### config.mk
export PLATFORM = sky130hd
export DESIGN_NAME = s4ga_seq
export DESIGN_NICKNAME = d
export VERILOG_FILES = /design/src/rtl/s4ga_seq.sv
export SDC_FILE = /design/constraint.sdc
export NUM_CORES = 1
export LEC_CHECK = 0
export ABC_CLOCK_PERIOD_IN_PS = 3100
export CORE_MARGIN = 1
export CORE_UTILIZATION = 30
export CTS_CLUSTER_DIAMETER = 100
export DETAILED_ROUTE_END_ITERATION = 10
export HOLD_SLACK_MARGIN = 0.08
export PLACE_DENSITY = 0.51
export SYNTH_ARGS = -nofsm -noshare
export SYNTH_HDL_FRONTEND = slang
export SYNTH_SLANG_ARGS = --single-unit
### constraint.sdc
create_clock -name i_clk -period 3.1 [get_ports i_clk]
set_clock_uncertainty 0.15 [all_clocks]
set_input_delay 0.775 -clock i_clk [delete_from_list [all_inputs] [get_ports i_clk]]
set_output_delay 0.775 -clock i_clk [all_outputs]
set_load 0.005 [all_outputs]
### src/rtl/s4ga_seq.sv
// Configuration sequencer for an s4ga LUT core: loads a segment image, then streams it frame by frame.
// Optional frame counter output enabled by defining S4GA_SEQ_FRAME_CNT_EN.
module s4ga_seq #(
  parameter int N    = 16,
  parameter int K    = 4,
  parameter int SI_W = 4
) (
  input  logic            i_clk,
  input  logic            i_rst,
  input  logic            i_load,
  input  logic            i_wrValid,
  output logic            o_wrReady,
  input  logic [SI_W-1:0] i_wrData,
  input  logic            i_start,
  input  logic            i_stop,
  output logic [SI_W-1:0] o_coreSi,
  output logic            o_coreRst,
  output logic            o_coreClkEn,
  output logic            o_busy,
  output logic            o_cfgValid,
  output logic            o_frameDone
`ifdef S4GA_SEQ_FRAME_CNT_EN
  ,
  output logic [15:0]     o_frameCnt
`endif
);

  localparam int IDX_BITS  = (N > 1) ? $clog2(N) : 1;
  localparam int IDX_SEGS  = (IDX_BITS + SI_W - 1) / SI_W;
  localparam int MASK_SEGS = ((2 ** K) + SI_W - 1) / SI_W;
  localparam int LUT_SEGS  = K * IDX_SEGS + MASK_SEGS;
  localparam int DEPTH     = N * LUT_SEGS;
  localparam int AW        = (DEPTH > 1) ? $clog2(DEPTH) : 1;
  localparam int CW        = $clog2(N + 2);

  localparam logic [AW-1:0] LAST_ADDR = AW'(DEPTH - 1);
  localparam logic [CW-1:0] CNT_LAST  = CW'(N);

  typedef enum logic [1:0] {
    ST_IDLE,
    ST_LOAD,
    ST_CRST,
    ST_RUN
  } state_t;

  state_t          r_state;
  state_t          w_nextState;
  logic [AW-1:0]   r_addr;
  logic [AW-1:0]   r_ptr;
  logic [CW-1:0]   r_cnt;
  logic            r_stopPend;
  logic            r_cfgValid;
  logic [SI_W-1:0] r_mem [DEPTH];

  logic            w_accept;
  logic            w_startAccept;
  logic            w_lastPtr;
  logic            w_frameDone;
  logic [SI_W-1:0] w_memRd;

  assign w_memRd = r_mem[r_ptr];

  always_ff @(posedge i_clk or posedge i_rst) begin
    if (i_rst) begin
      r_state <= ST_IDLE;
    end else begin
      r_state <= w_nextState;
    end
  end

  always_comb begin
    w_nextState   = r_state;
    w_accept      = 1'b0;
    w_startAccept = 1'b0;
    w_lastPtr     = (r_ptr == LAST_ADDR);
    w_frameDone   = 1'b0;
    o_wrReady     = 1'b0;
    o_coreSi      = '0;
    o_coreRst     = 1'b0;
    o_coreClkEn   = 1'b0;
    o_busy        = 1'b1;
    case (r_state)
      ST_IDLE: begin
        o_busy = 1'b0;
        if (i_load) begin
          w_nextState = ST_LOAD;
        end else if (i_start && r_cfgValid) begin
          w_startAccept = 1'b1;
          w_nextState   = ST_CRST;
        end
      end
      ST_LOAD: begin
        o_wrReady = 1'b1;
        w_accept  = i_wrValid;
        if (i_wrValid && (r_addr == LAST_ADDR)) begin
          w_nextState = ST_IDLE;
        end
      end
      ST_CRST: begin
        o_coreRst   = 1'b1;
        o_coreClkEn = 1'b1;
        if (r_cnt == CNT_LAST) begin
          w_nextState = ST_RUN;
        end
      end
      ST_RUN: begin
        o_coreClkEn = 1'b1;
        o_coreSi    = w_memRd;
        w_frameDone = w_lastPtr;
        // A stop arriving on the boundary cycle itself still halts here.
        if (w_lastPtr && (r_stopPend || i_stop)) begin
          w_nextState = ST_IDLE;
        end
      end
      default: begin
        w_nextState = ST_IDLE;
      end
    endcase
  end

  assign o_frameDone = w_frameDone;
  assign o_cfgValid  = r_cfgValid;

  always_ff @(posedge i_clk or posedge i_rst) begin
    if (i_rst) begin
      r_addr     <= '0;
      r_cfgValid <= 1'b0;
    end else if (r_state == ST_IDLE && i_load) begin
      r_addr     <= '0;
      r_cfgValid <= 1'b0;
    end else if (w_accept) begin
      r_addr <= (r_addr == LAST_ADDR) ? '0 : r_addr + 1'b1;
      if (r_addr == LAST_ADDR) begin
        r_cfgValid <= 1'b1;
      end
    end
  end

  // Image memory is deliberately left unreset; r_cfgValid qualifies it.
  always_ff @(posedge i_clk) begin
    if (w_accept) begin
      r_mem[r_addr] <= i_wrData;
    end
  end

  always_ff @(posedge i_clk or posedge i_rst) begin
    if (i_rst) begin
      r_cnt <= '0;
    end else if (r_state == ST_CRST) begin
      r_cnt <= r_cnt + 1'b1;
    end else begin
      r_cnt <= '0;
    end
  end

  always_ff @(posedge i_clk or posedge i_rst) begin
    if (i_rst) begin
      r_ptr <= '0;
    end else if (r_state == ST_RUN) begin
      r_ptr <= w_lastPtr ? '0 : r_ptr + 1'b1;
    end else begin
      r_ptr <= '0;
    end
  end

  always_ff @(posedge i_clk or posedge i_rst) begin
    if (i_rst) begin
      r_stopPend <= 1'b0;
    end else if (r_state == ST_RUN && w_lastPtr) begin
      r_stopPend <= 1'b0;
    end else if ((r_state == ST_CRST || r_state == ST_RUN) && i_stop) begin
      r_stopPend <= 1'b1;
    end else if (r_state == ST_IDLE || r_state == ST_LOAD) begin
      r_stopPend <= 1'b0;
    end
  end

`ifdef S4GA_SEQ_FRAME_CNT_EN
  logic [15:0] r_frameCnt;

  always_ff @(posedge i_clk or posedge i_rst) begin
    if (i_rst) begin
      r_frameCnt <= '0;
    end else if (w_startAccept) begin
      r_frameCnt <= '0;
    end else if (w_frameDone && (r_frameCnt != 16'hFFFF)) begin
      r_frameCnt <= r_frameCnt + 16'd1;
    end
  end

  assign o_frameCnt = r_frameCnt;
`endif

endmodule

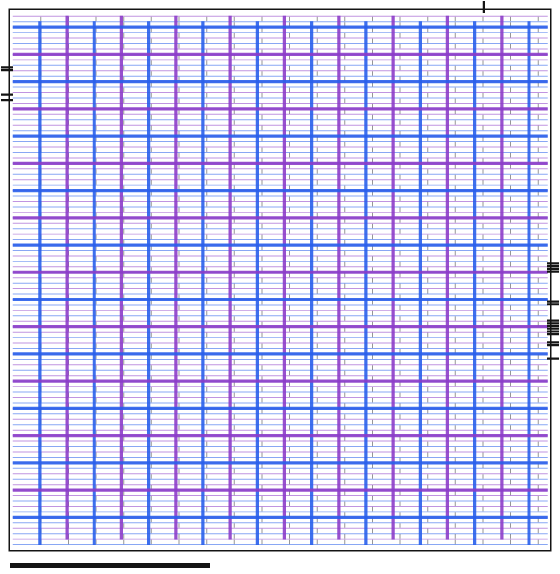
**Above:** power grid.
The bar under the picture is 100 um long. Pins as bars on the die edge. Tap cells in grey.
Key: VDD = purple; VSS = blue
The core has 97 rows. 19 straps on met5. 98 met1 rails follow the rows. 940 tap cells. 20 signal pins sit on the boundary.
maximum VDD drop: 389 uV
die width: 270 um

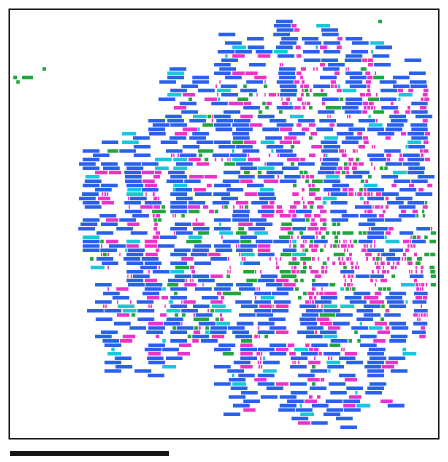
**Above:** cells coloured by class.
The bar under the picture is 100 um long.
Key: combinational and other logic = magenta [cells 572, share of their area 22%]; other buffers and delay cells = green [cells 162, share of their area 7.3%]; clock drivers and dummy loads = cyan [cells 98, share of their area 7.2%]; flops = blue [cells 535, share of their area 64%]
Rows: 97
post-layout util: 37.2%
sequential cell area share: 60.9%
area of the core: 70,500 um2

==> flow_summary.yaml <==
# flow metrics
routing:
  wl_met2_um: 25600
  highest_layer: "met4"
  drt-initial-drc-count: 1065
  met1_length_um: 23200
  wl_um: 52600
  wire_per_inst_um: 22.8
  wl_met3_um: 2470
  dr_total_vias: 11300
  viasPerCell: 4.89
  final_antenna_net_count: 0
  firstDrtPassIters: 5
placed_design:
  dp_cells: 2195
  numPortBuffers: 19
  pre_cts_slack_ns: -0.960
  gp_congestion: 0.829
  dp_hpwl_um: 33100
timing:
  max-slew-margin-rel_pct: 36.6
  timing.final.crit_period_ns: 3.88
  hold_viol_final: 0
  worst_slack_ns: -0.777
  post-route-period-util_pct: 125
  slew_viol_final: 0
  setup_violations: 5
  fmax_mhz: 258
  max_slew.worst_pin.slew_ns: 0.948
  rsz0062_at_grt: "yes"
logic_synthesis:
  synth_nets: 1193
  ys_cells: 1179
  ys_seq_share_pct: 74.2
  edf_count: 512
  synth-warning-count: 0
  synth_area_um2: 21500
  yosysUniqueCellTypes: 42
  syn_area_per_cell_um2: 18.2
  synthArstFlopShare_pct: 4.30
  yosys_area_um2: 21500
  ys_sh_xor_pct: 0.448
  ys_sh_mux_pct: 14.1
  numSynthFlops: 535
  adder_share_pct: 0.233
  yosys_most_used_dff: "edfxtp_1"
  ys_top_logic_family: "multiplexers"
  synthSimpleGateAreaFrac_pct: 5.12
cells_and_area:
  n_antenna_cell: 0
  fillers: 6498
  synthToLayoutAreaGrowth_pct: 21.9
  layout_top_cells: "512 x edfxtp_1, 153 x nor2_1, 102 x buf_4"
  nets: 1338
  finalNonFillerCells: 2307
grt:
  grt_pass1_vias: 11900
  grt_pass1_wl_um: 77900
  grt_max_degree: 129
  grt_antenna_before_repair: 0
  grt_overflow: 0
  grt_usage_pct: 14.4
cts:
  cts_inserted_buffers: 53
  cts_tree: "done"
  root_buffer: "clkbuf_16"
  cts.path.max_buffers: 3
  ctsHtreeMaxLevel: 2
  clkLatencyLatePin_ns: 0.61
  cts.clk_slew.worst_paths_ns: 0.06
  cts_hold_buf: 0
  cts.sinks: 535
job:
  tool_warnings: 31
  drv_cap: 0
setup_path:
  cp-start-kind: "flop"
  worstSetupEndpointType: "output port"
  critical_path.max_fanout: 8
  crit_arrival_ns: 2.95
  critical_path_class: "flop to output port"
  crit_required_ns: 2.17
outcome:
  violations: "negative setup slack"
  run_status: "complete, but fails checks"
die:
  fp_util_pct: 30.5
  ios: 20
  dieArea_um2: 72700
power_and_ir_drop:
  power.density_nw_per_um2: 594
  leakage_nw: 8.00
  power_mw: 15.6
==> area by class of cell <==
type	instances	area (um2)	area share, %
clock buffer	65	1410	5.40
clock inverter	33	380	1.45
inverter	5	18.8	0.0716
multi-input combinational	567	5440	20.7
sequential	535	16000	60.9
tap	940	1180	4.49
timing repair buffer	162	1820	6.94
==> critical path, cell delays in order, from the launching register on <==
cell and delay (ns):
dfrtp_4 0.51, buf_12 0.15, buf_12 0.15, buf_4 0.14, mux4_2 0.37, mux2i_2 0.09
a211oi_2 0.45, o22ai_4 0.15, o22ai_4 0.17, buf_2 0.16
==> Yosys cell counts, drive strengths merged (6+ instances only) <==
master  count  area share, %
nor3       19           0.44
clkbuf     24           0.42
mux2i      81            3.8
mux4       96             10
a21oi      17           0.40
nor2b      11           0.32
buf        48            1.8
nand3      14           0.33
o22ai      44            1.3
o21ai       6           0.14
a211oi     16           0.56
a22oi      32            1.1
xor2        6           0.24
nand2      31           0.55
dfrtp      23            2.7
edfxtp    512             72
nor2      154            2.7
==> per-layer routing <==
layer,global-route usage [%],vias up
li1,-,4999
met1,19.6,5913
met2,23.9,297
met3,2.10,79
met4,4.11,0
met5,0,-
==> what timing repair did <==
action | CTS | global route
hold endpoints to repair | 0 | 0
gates resized | 74 | 41
endpoints found under the setup margin | 5 | 5
setup buffers | 12 | 3
gates cloned | 4 | 3
pin swaps | 18 | 14
==> flip-flops by register name (all words and copies together), names as in the netlist <==
signal and count:
r_ptr 7, r_state 2, r_mem 512, r_addr 7
o_cfgValid 1, r_stopPend 1, r_cnt 5
==> kinds of logic after synthesis <==
kind of cell / Yosys count
AND-OR/OR-AND: 119
XOR/XNOR: 11
adder cells (fa/ha/maj): 4
buffers and inverters: 77
flip-flops: 535
multiplexers: 178
AND/OR/NAND/NOR: 255
==> path summary, 6_finish.rpt <==
check | start | endpoint | slack, ns | cells past startpoint
worst max-delay path | r_ptr[0] | o_coreSi[3] | -0.78 | 9
worst min-delay path | r_cnt[0] | r_cnt[0] | 0.35 | 1
worst max register to register | r_state[1] | r_mem[44][1] | 0.65 | 6
worst min register to register | r_cnt[0] | r_cnt[0] | 0.35 | 1
max in group asynchronous | i_rst | r_addr[5] | 1.74 | 3
min in group asynchronous | i_rst | r_cnt[1] | 0.46 | 2
==> power by group <==
group,leakage [nW],internal (mW),switching (mW)
Sequential,4.90,8.04,0.111
Combinational,2.25,0.197,0.558
Clock,0.848,3.91,2.75
==> metrics by stage <==
stage | instance area, um2 | setup TNS [ns] | hold WS (ns) | utilization, %
6_report | 26200 | -3.27 | 0.349 | 37.2
4_1_cts | 26000 | -3.75 | 0.353 | 36.8
2_1_floorplan | 21500 | 0 | 0.304 | -
5_1_grt | 26200 | -3.59 | 0.374 | 37.2
3_3_place_gp | 23700 | -3.20 | 0.326 | 33.6
3_5_place_dp | 23700 | -3.01 | 0.345 | 33.6
Power figures rest on the tool's default switching activity, not on a simulated workload.
